Fig. 1: run 1, metal layers overlaid
The bar under the picture is 50 um long.
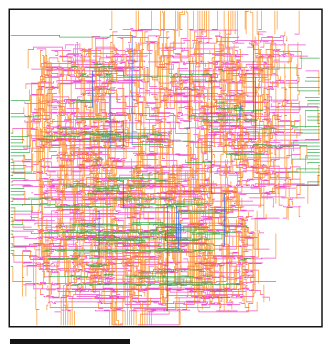
Fig. 2: run 1, wiring heat map
The bar under the picture is 50 um long. 26 x 26 tiles, from dark blue (low) to red (high), scaled to the fullest tile. Values are wire area over tile area, all layers added.
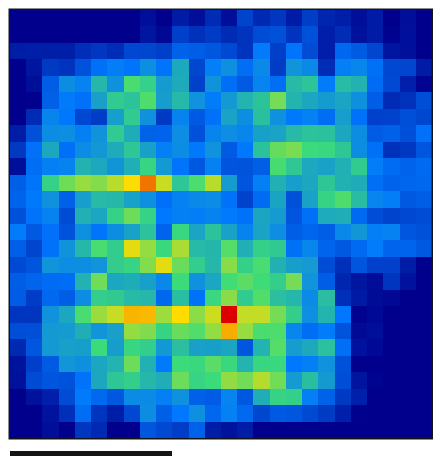
Fig. 3: run 1, routing congestion
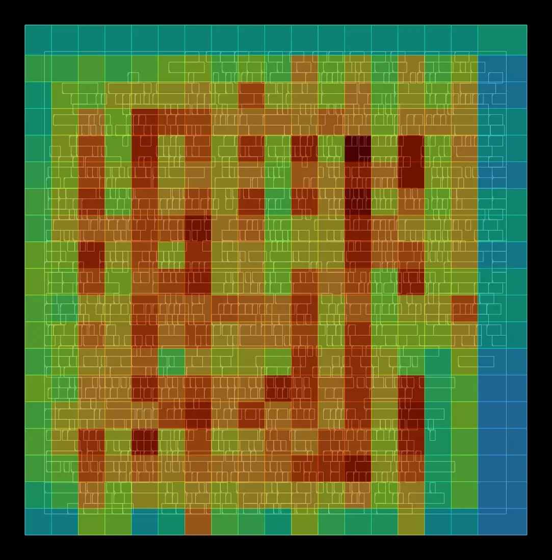
Fig. 4: run 1, sequential cells grouped by signal name
The bar under the picture is 50 um long. Other sequential cells in the stronger gray, the rest of the logic in the fainter gray.
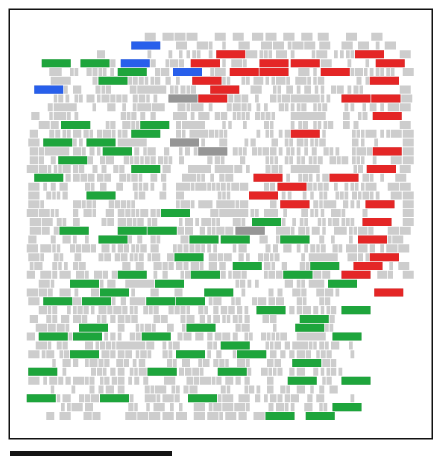
<file path="config.mk">
export PLATFORM = sky130hd
export DESIGN_NAME = rv32ic_ins_aligner
export DESIGN_NICKNAME = d
export VERILOG_FILES = /design/src/rtl/rv32ic_ins_aligner_pkg.sv /design/src/rtl/rv32ic_ins_aligner.sv
export SDC_FILE = /design/constraint.sdc
export NUM_CORES = 1
export LEC_CHECK = 0
export ABC_AREA = 1
export CAP_MARGIN = 0
export CORE_AREA = 5 5 125 127
export DETAILED_ROUTE_END_ITERATION = 8
export DIE_AREA = 0 0 130 132
export PLACE_DENSITY = 0.8
export SETUP_SLACK_MARGIN = 0.15
export SYNTH_ARGS = -nofsm -noshare
export SYNTH_HDL_FRONTEND = slang
export SYNTH_SLANG_ARGS = --single-unit
</file>
<file path="constraint.sdc">
create_clock -name clk_i -period 4.6 [get_ports clk_i]
set_input_delay 0.92 -clock clk_i [delete_from_list [all_inputs] [get_ports clk_i]]
set_output_delay 0.92 -clock clk_i [all_outputs]
set_load 0.1 [all_outputs]
</file>
<file path="src/rtl/rv32ic_ins_aligner_pkg.sv">
// Shared RISC-V defines for the fetch/align path: halfword width, parcel
// length encoding and aligner FIFO sizing.
package rv32ic_ins_aligner_pkg;

  localparam int unsigned HW_W       = 16;
  localparam int unsigned XLEN       = 32;
  localparam int unsigned FIFO_DEPTH = 4;
  localparam int unsigned CNT_W      = 3;

  // Low two bits of a parcel equal to this mark a 32-bit instruction.
  localparam logic [1:0] RV_LEN32_PAT = 2'b11;

  localparam logic [6:0] OPC_OP_IMM = 7'b0010011;
  localparam logic [6:0] OPC_JALR   = 7'b1100111;

  function automatic logic is_compressed(input logic [HW_W-1:0] parcel);
    return parcel[1:0] != RV_LEN32_PAT;
  endfunction

endpackage

</file>
<file path="src/rtl/rv32ic_ins_aligner.sv">
// Repacks word-aligned fetch data into whole 16/32-bit instructions using a
// 4-entry halfword FIFO; each instruction carries its PC and fetch error.
module rv32ic_ins_aligner
  import rv32ic_ins_aligner_pkg::*;
#(
  parameter logic [31:0] RESET_PC = 32'h0000_0000
) (
  input  logic        clk_i,
  input  logic        resetb_i,
  input  logic        flush_i,
  input  logic [31:0] flush_pc_i,
  input  logic        fetch_valid_i,
  output logic        fetch_ready_o,
  input  logic [31:0] fetch_data_i,
  input  logic        fetch_err_i,
  output logic        ins_valid_o,
  input  logic        ins_ready_i,
  output logic [31:0] ins_o,
  output logic [31:0] ins_pc_o,
  output logic        ins_err_o
);

  logic [FIFO_DEPTH-1:0][HW_W-1:0] data_q, data_d, data_shift_c;
  logic [FIFO_DEPTH-1:0]           err_q, err_d, err_shift_c;
  logic [CNT_W-1:0]                count_q, count_d, count_pop_c;
  logic [XLEN-1:0]                 pc_q, pc_d;
  logic                            drop_lo_q, drop_lo_d;

  logic            valid_c, push_c;
  logic [1:0]      pop_n_c, pop_amt_c, push_n_c;
  logic [HW_W-1:0] push_lo_c;

  // Head decode: valid / length / payload from registered FIFO state only.
  always_comb begin
    valid_c   = 1'b0;
    pop_n_c   = 2'd0;
    ins_o     = '0;
    ins_err_o = 1'b0;
    if (count_q != '0) begin
      if (is_compressed(data_q[0])) begin
        valid_c   = 1'b1;
        pop_n_c   = 2'd1;
        ins_o     = {{HW_W{1'b0}}, data_q[0]};
        ins_err_o = err_q[0];
      end else if (count_q >= CNT_W'(2)) begin
        valid_c   = 1'b1;
        pop_n_c   = 2'd2;
        ins_o     = {data_q[1], data_q[0]};
        ins_err_o = err_q[0] | err_q[1];
      end else if (err_q[0]) begin
        // Faulting lower half is reported alone; the upper half never arrives.
        valid_c   = 1'b1;
        pop_n_c   = 2'd1;
        ins_o     = {data_q[1], data_q[0]};
        ins_err_o = 1'b1;
      end
    end
  end

  assign ins_valid_o   = valid_c;
  assign ins_pc_o      = pc_q;
  assign fetch_ready_o = (count_q <= CNT_W'(2));
  assign push_c        = fetch_valid_i & fetch_ready_o;

  // Next state: shift out popped entries, append pushed halves behind them.
  always_comb begin
    pop_amt_c    = (valid_c && ins_ready_i) ? pop_n_c : 2'd0;
    data_shift_c = data_q >> (HW_W * pop_amt_c);
    err_shift_c  = err_q >> pop_amt_c;
    count_pop_c  = count_q - CNT_W'(pop_amt_c);
    push_lo_c    = drop_lo_q ? fetch_data_i[31:16] : fetch_data_i[15:0];
    push_n_c     = drop_lo_q ? 2'd1 : 2'd2;

    data_d    = data_shift_c;
    err_d     = err_shift_c;
    count_d   = count_pop_c;
    pc_d      = pc_q + (XLEN'(pop_amt_c) << 1);
    drop_lo_d = drop_lo_q;

    if (push_c) begin
      for (int unsigned i = 0; i < FIFO_DEPTH; i++) begin
        if (CNT_W'(i) == count_pop_c) begin
          data_d[i] = push_lo_c;
          err_d[i]  = fetch_err_i;
        end
        if (!drop_lo_q && (CNT_W'(i) == count_pop_c + CNT_W'(1))) begin
          data_d[i] = fetch_data_i[31:16];
          err_d[i]  = fetch_err_i;
        end
      end
      count_d   = count_pop_c + CNT_W'(push_n_c);
      drop_lo_d = 1'b0;
    end

    if (flush_i) begin
      data_d    = data_q;
      err_d     = err_q;
      count_d   = '0;
      pc_d      = {flush_pc_i[31:1], 1'b0};
      drop_lo_d = flush_pc_i[1];
    end
  end

  always_ff @(posedge clk_i or negedge resetb_i) begin
    if (!resetb_i) begin
      data_q    <= '0;
      err_q     <= '0;
      count_q   <= '0;
      pc_q      <= {RESET_PC[31:1], 1'b0};
      drop_lo_q <= RESET_PC[1];
    end else begin
      data_q    <= data_d;
      err_q     <= err_d;
      count_q   <= count_d;
      pc_q      <= pc_d;
      drop_lo_q <= drop_lo_d;
    end
  end

endmodule

</file>
==> commit_impl_results.txt, run 1 <==
Log flow metrics for this revision

* Result of the run: finished clean
* CTS tree: built
* Cycle use final: 92.5%
- Sort of element at the start of the critical path: input port
* Post-route antenna net violation count: 0
- The first global-routing pass estimated 39,300 um of wire.
* Min-delay worst type: flop to flop
- RSZ-0062 raised after global routing: false
- The filler cells instantiated in the layout total 1,305.
- Bufs and invs on worst path: 4
- Across all register-to-register paths, the minimum setup slack is 0.44 ns.
* Peak fanout along the critical path: 16
- The final layout report lists a non-clock buffer count of 157.
- The floorplan report gives the top-level pin count as 137.
- The register with the most flip-flops in the layout has 64 of them.
* F_max: 0.235 GHz
- TritonCTS Buffers: 9
- The total overflow left after global routing is 0.
- The layout has 125 inverters outside the clock class.
- Buffer depth of the longest clock path: 2
* Final standard cell count with taps included and fillers excluded: 1,386
* PostCTS Resize Cnt: 0
* Cell row count: 44
* Clock latency at the later pin of the worst-skew pair: 0.36 ns
- The core region is 0.0143 mm2.
- Num sequential: 103
* Endpoint of the most critical register-to-register path: data_q[13]
- Switching power total: 4.39 mW
- The signal on the critical path passes through clkdlybuf4s50_1 > nand3b_4 > inv_2 > ha_1 > inv_1 > fa_1 > inv_1 > nor2_1 > ha_1 > nand2_1 > nand2_1 > o22ai_1 > a21oi_1 > a22oi_1.
- Critical path class: input port to flop
* Core utilization before placement: 52.8%
- Most used standard cells in the synthesized netlist: 252 x sky130_fd_sc_hd__nand2_1, 113 x sky130_fd_sc_hd__inv_1, 103 x sky130_fd_sc_hd__dfrtp_1, 76 x sky130_fd_sc_hd__a21oi_1, 71 x sky130_fd_sc_hd__o21ai_0
- Number of global-route vias before repair: 7,566
- Final Hold Violating Endpoints: 0
- Combinational logic burns 69.6% of the power.
* Layout clock area frac: 3.36%
- Among all cell types in the netlist, the one instantiated most often is sky130_fd_sc_hd__nand2_1.
* YS warnings: 0
- After routing the design area is 0.00922 mm2.
- Average size of a mapped cell: 6.87 um2
- Once placement completed, the tool counted placed cells totaling 1,370.
- Cells after synthesis: 1,100
- Top logic cell by instance count in the layout: sky130_fd_sc_hd__nand2_1
* Adder share: 1.52%
- Ranked by flip-flop count, first place goes to data_q.
- Clock tree synthesis selected as its root buffer the cell sky130_fd_sc_hd__clkbuf_16.
- The number of clock sinks came to 103.
- The cell type that accounts for the most area after synthesis is sky130_fd_sc_hd__dfrtp_1.
* Met3 Wirelength: 2460 um
* Main synth FF type: sky130_fd_sc_hd__dfrtp_1
- Per STA, the startpoint of the critical path is ins_ready_i.
* Pins over their slew limit: 0
* Maximum Capacitance Violations: 0
- Comb pwr: 5.27 mW
- Power attributed to the clock group is 824 uW.
* Slew at the pin closest to its max-slew limit: 1.10 ns
- Maximum level of the CTS H-tree: 3
* Routability congestion estimate from global placement: 0.930
* Total negative slack for setup checks: 0 ns
- Sw Share: 58.0%
- Logic depth of the worst register-to-register path: 17
- Horiz. Die Dim: 130 um
* Synth area leaders: sky130_fd_sc_hd__dfrtp_1 34%, sky130_fd_sc_hd__nand2_1 13%, sky130_fd_sc_hd__inv_1 5.6%
* Yosys stat chip area: 0.00755 mm2
- Among all cell classes, the greatest summed area belongs to multi-input combinational cells.
- For reference, XOR and XNOR gates occupy 1.14% of the area reported after synthesis.
* Post CTS Setup Buffer Count: 0
- Crit. End Element: flop
- The critical path endpoint has a required time of 4.80 ns.
- The global routing stage identified its most utilized layer as met2.
* Critical Path End: data_q[13]
* Dominant power group: combinational logic
* Starting DRT DRC Count: 840
- Tap Cells: 184
- Simple-gate area share of the yosys netlist: 25.7%
- Total placed instance area: 0.00891 mm2
- Yosys mapped a number of flops with a built-in enable equal to 0.
* Die Y-Extent: 132 um
- Post-DP HPWL: 16,900 um
- Portion of total power attributed to sequential cells: 19.5%
* Post-place setup slack: 0.100 ns
- During placement, the flow inserted port buffers numbering 134.
- Per the power-grid run, VDD falls by no more than 0.829 mV.
- Internal power component: 3.18 mW
* DRC violations left: 0
- Counting the clock-network buffers in the layout gives 13.
* Final critical path time including I/O delays and setup: 4.25 ns
- Number of logic gates: 801
- The synthesized netlist was found by Yosys to have 1,100 cells.
- For hold timing, the worst endpoint is data_q[47].
- In the hold timing report, the worst path depth is 1.
- Cell variety after synth: 46
* Detail-routed via count per cell: 5.90
- After layout, the worst setup slack is 0.346 ns.
- Fraction of met3 tracks used by global routing: 6.77%
- In the per-layer breakdown of the detailed-route log, met1 shows 10,400 um.
* Share of synthesized cell area in and-or and or-and compound cells: 26.8%
* Non-clock buffer share: 15.8%
* Total power per unit cell area: 821 mW/mm2
* Met2 routed wirelength: 11,400 um
* Final setup viols: 0
- Fraction of registers with async set/reset: 100%
- The cell area that synthesis handed to floorplanning was 0.00755 mm2.
- The design draws 7.57 mW.
* Number of cells on the critical path: 14
- Post-synthesis to final-layout area growth: 22.1%
- After layout, the setup clock skew is reported as 0.0118 ns.
* Peak per-stage delay on the critical path: 0.68 ns
-- Fig. 1 (at the start) --
| color | layer | wire length |
|---|---|---|
| green | metal 3 | 2,460 um |
| orange | metal 2 | 11,400 um |
| magenta | metal 1 | 10,400 um |
| blue | metal 4 | 365 um |
total number of vias: 8,184
overall track demand over capacity in global routing: 28.4%
detailed-route wire length: 24,700 um

-- Fig. 2 (at the start) --
fullest tile: 0.92
nearly empty tiles: 12%
mean over tiles: 0.24
drt wl/cell: 17.8 um

-- Fig. 3 (at the start) --
post-layout util: 64.4%
met2 global-route usage: 43.7%
met1 layer usage reported by global route: 40.3%

-- Fig. 4 (at the start) --
| color | signal | flops |
|---|---|---|
| blue | err_q | 4 |
| green | data_q | 64 |
| red | ins_pc_o | 31 |
not colored: 4
Sequential cell area: 0.00258 mm2
power drawn by the sequential cells: 1.48 mW
sequential portion of the cell area: 27.9%

==> run 2, diff against run 1 <==
--- a/config.mk
+++ b/config.mk
@@ -5,12 +5,14 @@
 export SDC_FILE = /design/constraint.sdc
 export NUM_CORES = 1
 export LEC_CHECK = 0
-export ABC_AREA = 1
+export ABC_AREA = 0
 export CAP_MARGIN = 0
-export CORE_AREA = 5 5 125 127
+export CELL_PAD_IN_SITES_DETAIL_PLACEMENT = 1
+export CELL_PAD_IN_SITES_GLOBAL_PLACEMENT = 2
+export CORE_AREA = 5 5 153 155
 export DETAILED_ROUTE_END_ITERATION = 8
-export DIE_AREA = 0 0 130 132
-export PLACE_DENSITY = 0.8
+export DIE_AREA = 0 0 158 160
+export PLACE_DENSITY_LB_ADDON = 0.1
 export SETUP_SLACK_MARGIN = 0.15
 export SYNTH_ARGS = -nofsm -noshare
 export SYNTH_HDL_FRONTEND = slang
Fig. 5: run 2, wiring heat map
The bar under the picture is 50 um long. 32 x 32 tiles, from dark blue (low) to red (high), scaled to the fullest tile. Values are wire area over tile area, all layers added.
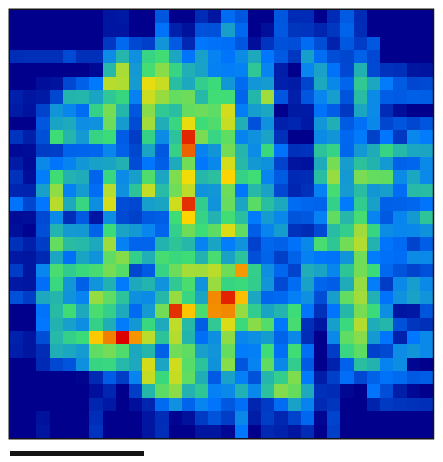
tiles over half the peak: 15%
mean over tiles: 0.17
nearly empty tiles: 14%
fullest tile: 0.61
emptiest ninth of the die: north-east
densest ninth of the die: center
drt wl/cell: 22.7 um
detailed-route wire length: 26,600 um
overall track demand over capacity in global routing: 21.1%
total number of vias: 6,685

Fig. 6: run 2, cell classes on the final placement
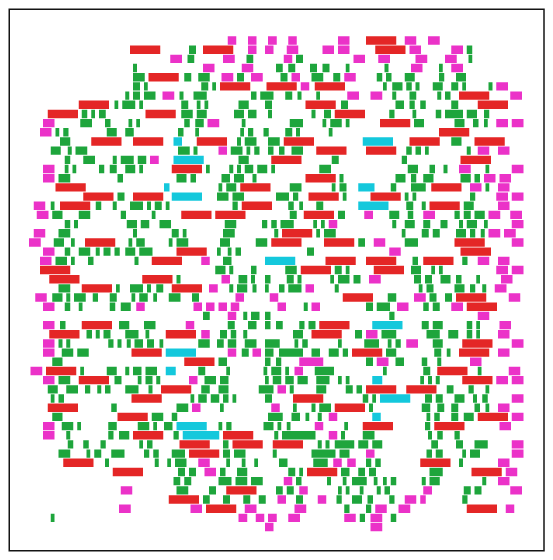
| color | class | cells | share of their area |
|---|---|---|---|
| green | combinational and other logic | 605 | 46% |
| cyan | clock drivers and dummy loads | 16 | 3.7% |
| red | flops | 103 | 31% |
| magenta | other buffers and delay cells | 169 | 19% |
sequential portion of the cell area: 29.9%
post-layout util: 39.7%
cell row count: 54
total non-filler cell area in the finished layout: 0.00862 mm2
core footprint: 0.0217 mm2

==> run 2 against run 1 <==
  * Setup slack gained 0.086 ns
  * First-iteration DRC count shrank 64%
  * Clock skew shrank 0.0043 ns
  * Sequential share of layout area grew 2.0 points
  * Clock power shrank 0.6%
  * Largest cell class unchanged
==> commit_impl_results.txt, run 2 <==
Log flow metrics for this revision

* Fraction of registers with async set/reset: 100% (unchanged)
- The number of port buffers is 134 (unchanged).
* DRC violations left: 0 (unchanged)
- The ratio of total power to cell area was 746 mW/mm2 (-9.1%).
- Core utilization before placement: 30.7% (-22 points)
* Bufs and invs on worst path: 6 (+2)
- Final critical-path setup slack: 0.432 ns (+0.0855 ns)
* Slew at the pin closest to its max-slew limit: 1.05 ns (-0.0548 ns)
* Final setup viols: 0 (unchanged)
- Cell area after technology mapping: 0.00665 mm2 (-12%)
- Final Hold Slack: 0.522 ns
* Main synth FF type: sky130_fd_sc_hd__dfrtp_1
- The number of warning messages in the yosys log is 0 (unchanged).
- PostCTS Resize Cnt: 0 (unchanged)
- Non-clock buffer share: 18.2% (+2.3 points)
- Post-route antenna net violation count: 0 (unchanged)
- Worst Hold Depth: 1 (unchanged)
* Routability congestion estimate from global placement: 0.813 (-13%)
- The post-synthesis compound-gate area fraction came to 26.7% (-0.13 points).
* Tap Cells: 280 (+52%)
* Met3 Wirelength: 1230 um (-50%)
* Cell at the root of the clock tree: sky130_fd_sc_hd__clkbuf_16
- Cell variety after synth: 67 (+46%)
- The global-route track usage on met1 came to 28.7% (-12 points).
- The post-DP HPWL came to 19,000 um (+12%).
* Dominant class by area: multi-input combinational cells
- OpenROAD warnings: 28
* Maximum level of the CTS H-tree: 3 (unchanged)
- The number of pins with negative max-slew slack in the final report came to 0 (unchanged).
- Average size of a mapped cell: 8.67 um2 (+26%)
- The clock distribution area overhead in the final layout is 3.56% (+0.19 points).
* Met2 routed wirelength: 12,600 um (+10%)
- The total number of multi-input combinational cells is 587 (-27%).
* Cells along the critical path: clkdlybuf4s50_1 > o31a_1 > o21ai_2 > inv_2 > ha_1 > inv_1 > fa_1 > inv_1 > nor2_1 > ha_1 > buf_4 > nor2_1 > nor2_1 > buf_4 > mux2i_1 > o2bb2ai_1
* Sequential cell area: 0.00258 mm2 (unchanged)
- The synthesis stat section lists a flop and latch total of 103.
* End of the worst hold path: data_q[52]
- The remaining global-route overflow came to 0 (unchanged).
- The placed standard-cell area is 0.00831 mm2 (-6.8%).
* Worst endpoint required time: 4.84 ns (+0.04 ns)
- The slack of the worst reg-to-reg path is 0.75 ns (+0.31 ns).
- Final standard cell count with taps included and fillers excluded: 1,173 (-15%)
* Clock group: 819 uW (-0.6%)
* Detail-routed via count per cell: 5.70 (-3.5%)
- The number of synthesized flops with an enable pin was 0 (unchanged).
- Startpoint of the most critical register-to-register path: count_q[2]
- Inverters: 18 (-86%)
- Switching power total: 3.39 mW (-23%)
- Total placed cells including tap cells: 1,157 (-16%)
- Simple-gate area share of the yosys netlist: 20.8% (-4.9 points)
* CTS tree: built
* Number of global-route vias before repair: 7,228 (-4.5%)
- Met1 routed wirelength after detailed routing: 12,200 um (+17%)
* Fraction of met3 tracks used by global routing: 2.63% (-4.1 points)
- The initial DRC count came to 305 (-64%).
- The insertion delay at the late pin of the worst-skew pair came to 0.35 ns (about the same).
* Result of the run: finished clean
- Horiz. Die Dim: 158 um (+22%)
* Final Hold Violating Endpoints: 0 (unchanged)
- The cell count after synthesis came to 767 (-30%).
- The worst register-to-register path ends at data_q[56].
- Of the total power, the clock network draws 12.7%.
- The critical path is of the input port to flop type.
- Setup repair after global routing left no endpoint under its margin.
- Yosys instantiated no cell more often than sky130_fd_sc_hd__nand2_1.
- The summed standard-cell area reported by yosys came to 0.00665 mm2 (-12%).
* Count of clock buffers in the final design: 10 (-3)
- Portion of total power attributed to sequential cells: 25.1% (+5.6 points)
* Min-delay worst type: flop to flop
* Max FFs per register: 64 (unchanged)
- Worst vdd rail ir drop: 0.225 mV (-73%)
- The global-route wire length before repair is 42,000 um (+7.1%).
* Top logic cell by instance count in the layout: sky130_fd_sc_hd__nand2_1
* Combinational share of power: 62.1% (-7.5 points)
* Post CTS Setup Buffer Count: 0 (unchanged)
- Non-clk bufs: 169 (+7.6%)
- Sort of element at the start of the critical path: input port
* Total power of the final layout: 6.43 mW (-15%)
* Total negative slack for setup checks: 0 ns (unchanged)
- Peak fanout along the critical path: 9 (-7)
- Number of cells on the critical path: 16 (+2)
- Yosys cell count: 767 (-30%)
* Logic depth of the worst register-to-register path: 15 (-2)
* Largest area contributor in the synthesized netlist: sky130_fd_sc_hd__dfrtp_1
- Internal power component: 3.04 mW (-4.3%)
- Comb pwr: 3.99 mW (-24%)
- Number of primary I/O pins: 137 (unchanged)
- The met2 usage in global routing is 34.4% (-9.3 points).
- Post-place setup slack: 0.0553 ns (-0.0452 ns)
- Buffer depth of the longest clock path: 2 (unchanged)
- The delay of the slowest cell on the worst path was 0.54 ns (-0.14 ns).
- Adder share: 1.73% (+0.21 points)
* Synth area leaders: sky130_fd_sc_hd__dfrtp_1 39%, sky130_fd_sc_hd__nand2_1 7.7%, sky130_fd_sc_hd__a221o_1 5.0%
- Sw Share: 52.7% (-5.3 points)
- Die Y-Extent: 160 um (+21%)
* Final critical path time including I/O delays and setup: 4.17 ns (-0.0855 ns)
- Most used standard cells in the synthesized netlist: 137 x sky130_fd_sc_hd__nand2_1, 103 x sky130_fd_sc_hd__dfrtp_1, 52 x sky130_fd_sc_hd__o21ai_0, 37 x sky130_fd_sc_hd__nor2_1, 35 x sky130_fd_sc_hd__clkbuf_1
- The global routing stage identified its most utilized layer as met2.
- Relative to the synthesized area, the layout overhead comes to 29.6%.
* Critical Path End: data_q[56]
- Ranked by flip-flop count, first place goes to data_q.
- The most critical setup path has its startpoint at ins_ready_i.
Fig. 7: run 2, metal layers overlaid
The bar under the picture is 50 um long.
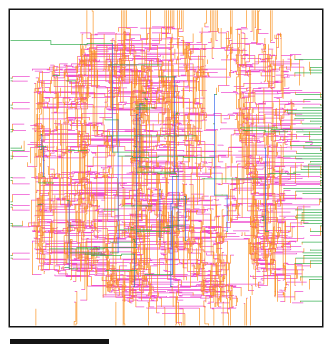
| color | layer | wire length |
|---|---|---|
| magenta | metal 1 | 12,200 um |
| orange | metal 2 | 12,600 um |
| green | metal 3 | 1,230 um |
| blue | metal 4 | 624 um |

==> run 3, diff against run 2 <==
--- a/config.mk
+++ b/config.mk
@@ -9,9 +9,9 @@
 export CAP_MARGIN = 0
 export CELL_PAD_IN_SITES_DETAIL_PLACEMENT = 1
 export CELL_PAD_IN_SITES_GLOBAL_PLACEMENT = 2
-export CORE_AREA = 5 5 153 155
+export CORE_AREA = 2 2 150 152
 export DETAILED_ROUTE_END_ITERATION = 8
-export DIE_AREA = 0 0 158 160
+export DIE_AREA = 0 0 152 154
 export PLACE_DENSITY_LB_ADDON = 0.1
 export SETUP_SLACK_MARGIN = 0.15
 export SYNTH_ARGS = -nofsm -noshare
Fig. 8: run 3, routing congestion
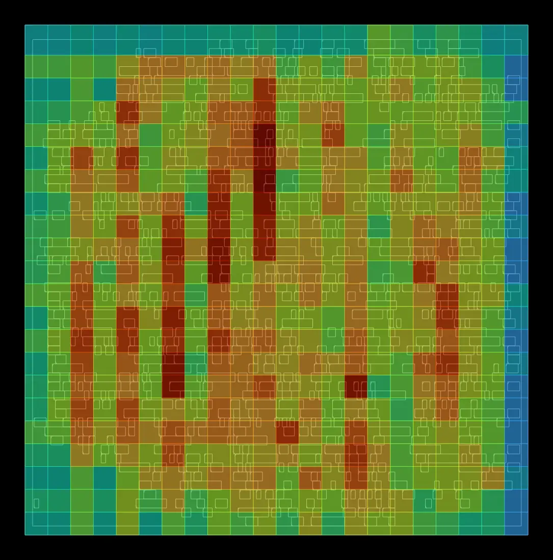
fraction of met3 tracks used by global routing: 2.42%
overall track demand over capacity in global routing: 22.3%

Fig. 9: run 3, wiring heat map
The bar under the picture is 50 um long. 30 x 31 tiles, from dark blue (low) to red (high), scaled to the fullest tile. Values are wire area over tile area, all layers added.
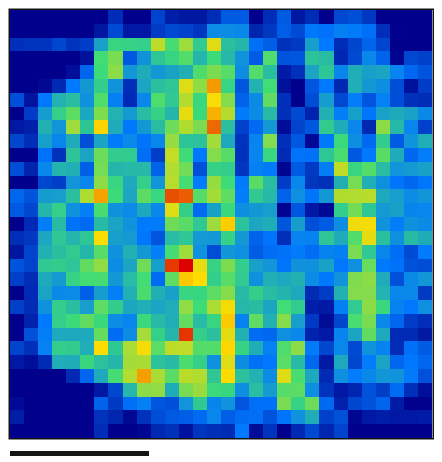
nearly empty tiles: 10%
tiles over half the peak: 17%
fullest tile: 0.56
mean over tiles: 0.17
total number of vias: 6,604
detailed-route wire length: 26,100 um

==> run 3 against run 2 <==
  * Area after synthesis unchanged
  * Wire length decreased by 2.2%
  * Critical endpoint is now data_q[36]
  * Synthesized cell count unchanged
  * Combinational power about the same
==> commit_impl_results.txt, run 3 <==
Log flow metrics for this revision

- For the final database, setup skew stands at 0.00895 ns.
- Top routing layer in use: met4
* DRC violations left: 0 (unchanged)
- Routability congestion estimate from global placement: 0.838 (+3.2%)
- The post-CTS hold buffer count recorded in the log is 0.
- Fraction of area in multi-input gates: 43.6%
- The summed negative setup slack over all endpoints came to 0 ns (unchanged).
- The number of distinct library cells after synthesis was 67 (unchanged).
- Internal power component: 2.97 mW (-2.5%)
- The tightest min-delay check is of the flop to flop type.
- Inverters: 18 (unchanged)
- Per STA, the worst path accumulates the most delay in the family buffers and inverters.
- The core area came to 0.0217 mm2 (unchanged).
* Peak per-stage delay on the critical path: 0.50 ns (-0.04 ns)
- OpenSTA lists the critical path endpoint as data_q[36].
* Average size of a mapped cell: 8.67 um2 (unchanged)
- TritonCTS built the clock tree.
* Worst Hold Depth: 1 (unchanged)
- Buffer depth of the longest clock path: 2 (unchanged)
- The sequential power share was 25.4% (+0.3 points).
- The detailed-route wire length per cell came to 22.2 um (-2.2%).
* Met3 Wirelength: 929 um (-24%)
* Num sequential: 103
* Core utilization before placement: 30.7% (unchanged)
- The clock share of power came to 12.2% (-0.5 points).
* Adder share: 1.73% (unchanged)
* Number of global-route vias before repair: 7,034 (-2.7%)
* Internal reg-to-reg setup slack: 0.82 ns (+0.07 ns)
- F_max: 0.239 GHz
- Cell area after technology mapping: 0.00665 mm2 (unchanged)
- Max FFs per register: 64 (unchanged)
- Switching power total: 3.39 mW (about the same)
- Traced cell by cell, the critical path runs through clkdlybuf4s50_1 > o31a_1 > o21ai_2 > inv_2 > ha_1 > inv_1 > fa_1 > xnor2_4 > ha_1 > buf_4 > o32a_1 > or3_1 > buf_4 > a21oi_1 > a221o_1.
* Yosys xor share: 3.97%
* Number of logic gates: 587 (unchanged)
- In the post-synthesis netlist, the biggest area contributors are sky130_fd_sc_hd__dfrtp_1 39%, sky130_fd_sc_hd__nand2_1 7.7%, sky130_fd_sc_hd__a221o_1 5.0%.
* Horiz. Die Dim: 152 um (-3.8%)
* Cell at the root of the clock tree: sky130_fd_sc_hd__clkbuf_16
* OpenROAD warnings: 28 (unchanged)
- Met1 layer usage reported by global route: 30.1% (+1.3 points)
- Non-clk bufs: 169 (unchanged)
- The share of synthesized cell area in and, or, nand and nor gates came to 20.8% (unchanged).
- The worst setup path is launched from an input port.
* Worst vdd rail ir drop: 0.234 mV (+4.0%)
- The worst setup margin was 0.414 ns (-0.0182 ns).
- The count of endpoints failing setup in the final report was 0 (unchanged).
- The average via count per standard cell came to 5.63 (-1.2%).
* Met2 routed wirelength: 12,600 um (about the same)
- The share of synthesized registers carrying an async set or reset is 100% (unchanged).
* Worst endpoint required time: 4.89 ns (+0.05 ns)
* Total non-filler cell area in the finished layout: 0.00859 mm2 (-0.33%)
* Most used standard cells in the synthesized netlist: 137 x sky130_fd_sc_hd__nand2_1, 103 x sky130_fd_sc_hd__dfrtp_1, 52 x sky130_fd_sc_hd__o21ai_0, 37 x sky130_fd_sc_hd__nor2_1, 35 x sky130_fd_sc_hd__clkbuf_1
- The placement-stage worst setup slack is 0.0490 ns (-0.00630 ns).
* Port buffer count: 134 (unchanged)
* GR peak layer: met2
- Among all cell types in the netlist, the one instantiated most often is sky130_fd_sc_hd__nand2_1.
* Non-clock buffer share: 18.2% (+0.061 points)
- Clock group: 777 uW (-5.1%)
- #FFs+latches synth: 103 (unchanged)
- Logic depth of the worst register-to-register path: 14 (-1)
- The insertion delay at the late pin of the worst-skew pair came to 0.36 ns (about the same).
* Yosys stat chip area: 0.00665 mm2 (unchanged)
- The ratio of total power to cell area came to 740 mW/mm2 (-0.81%).
- Sequential cell area: 0.00258 mm2 (unchanged)
- Bufs and invs on worst path: 5 (-1)
- The share of total power consumed by net switching was 53.3% (+0.63 points).
* Startpoint of the most critical register-to-register path: count_q[2]
- The endpoint of the worst hold path is reported as data_q[49].
* Die Y-Extent: 154 um (-3.8%)
* Tap Cells: 280 (unchanged)
- Pins over their slew limit: 0 (unchanged)
- The number of placed instances with taps included is 1,157 (unchanged).
* Slew at the pin closest to its max-slew limit: 1.05 ns (-0.0000798 ns)
* Total power of the final layout: 6.36 mW (-1.1%)
* Result of the run: finished clean
* Global-route wire length before repair: 41,300 um (-1.8%)
- The fraction of standard cell area that is sequential is 30.0% (+0.10 points).
- The clock distribution area overhead in the final layout is 3.26% (-0.29 points).
* Origin of the worst setup path: ins_ready_i
- The combinational-cell power consumption is 3.97 mW (about the same).
- Post-route antenna net violation count: 0 (unchanged)
- Critical path class: input port to flop
- YS warnings: 0 (unchanged)
* PostCTS Resize Cnt: 0 (unchanged)
- Endpoint of the most critical register-to-register path: data_q[36]
- The cell count after synthesis came to 767 (unchanged).
- Top register by number of flip-flops: data_q
- The number of synthesized flops with an enable pin was 0 (unchanged).
- Starting DRT DRC Count: 331 (+8.5%)
- Post CTS Setup Buffer Count: 0 (unchanged)
* Final Hold Violating Endpoints: 0 (unchanged)
- Met2 global-route usage: 38.0% (+3.6 points)
- Share of synthesized cell area in and-or and or-and compound cells: 26.7% (unchanged)
- The placed standard-cell area was 0.00831 mm2 (about the same).
- The maximum fanout along the worst path is 16 (+7).
- The post-DP HPWL was 18,300 um (-3.5%).
* Top logic cell by instance count in the layout: sky130_fd_sc_hd__nand2_1
- The fraction of power consumed by combinational cells was 62.4% (+0.3 points).
* Met1 routed wirelength after detailed routing: 12,000 um (-1.1%)
- Per the synth stats, the flop cell with the highest instance count is sky130_fd_sc_hd__dfrtp_1.
- 0 antenna diodes ended up in the layout.
- Filler cells: 2,528
* Final critical path time including I/O delays and setup: 4.19 ns (+0.0182 ns)
- Number of primary I/O pins: 137 (unchanged)
- Entering global routing, the biggest net connects 81 pins.
- Relative to the synthesized area, the layout overhead comes to 29.1%.
* Final Hold Slack: 0.522 ns (+0.000103 ns)
- Overall overflow remaining after global route: 0 (unchanged)
* RSZ-0062 raised after global routing: false
- Sorting the Yosys area breakdown by cell type puts at the top sky130_fd_sc_hd__dfrtp_1.
- Number of cells on the critical path: 15 (-1)
* Nets at Floorplan: 845
- Dominant class by area: multi-input combinational cells
* Cell row count: 54 (unchanged)
* Yosys cell count: 767 (unchanged)
* Final standard cell count with taps included and fillers excluded: 1,173 (unchanged)
- The H-tree depth is 3 (unchanged).
* Count of clock buffers in the final design: 9 (-1)
Fig. 10: run 3, sequential cells grouped by signal name
The bar under the picture is 50 um long. Other sequential cells in the stronger gray, the rest of the logic in the fainter gray.
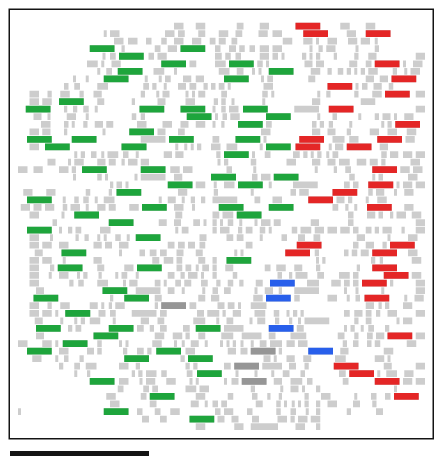
| color | signal | flops |
|---|---|---|
| blue | err_q | 4 |
| green | data_q | 64 |
| red | ins_pc_o | 31 |
not colored: 4
power drawn by the sequential cells: 1.61 mW
post-layout util: 39.6%

Power and IR drop assume default switching activity.
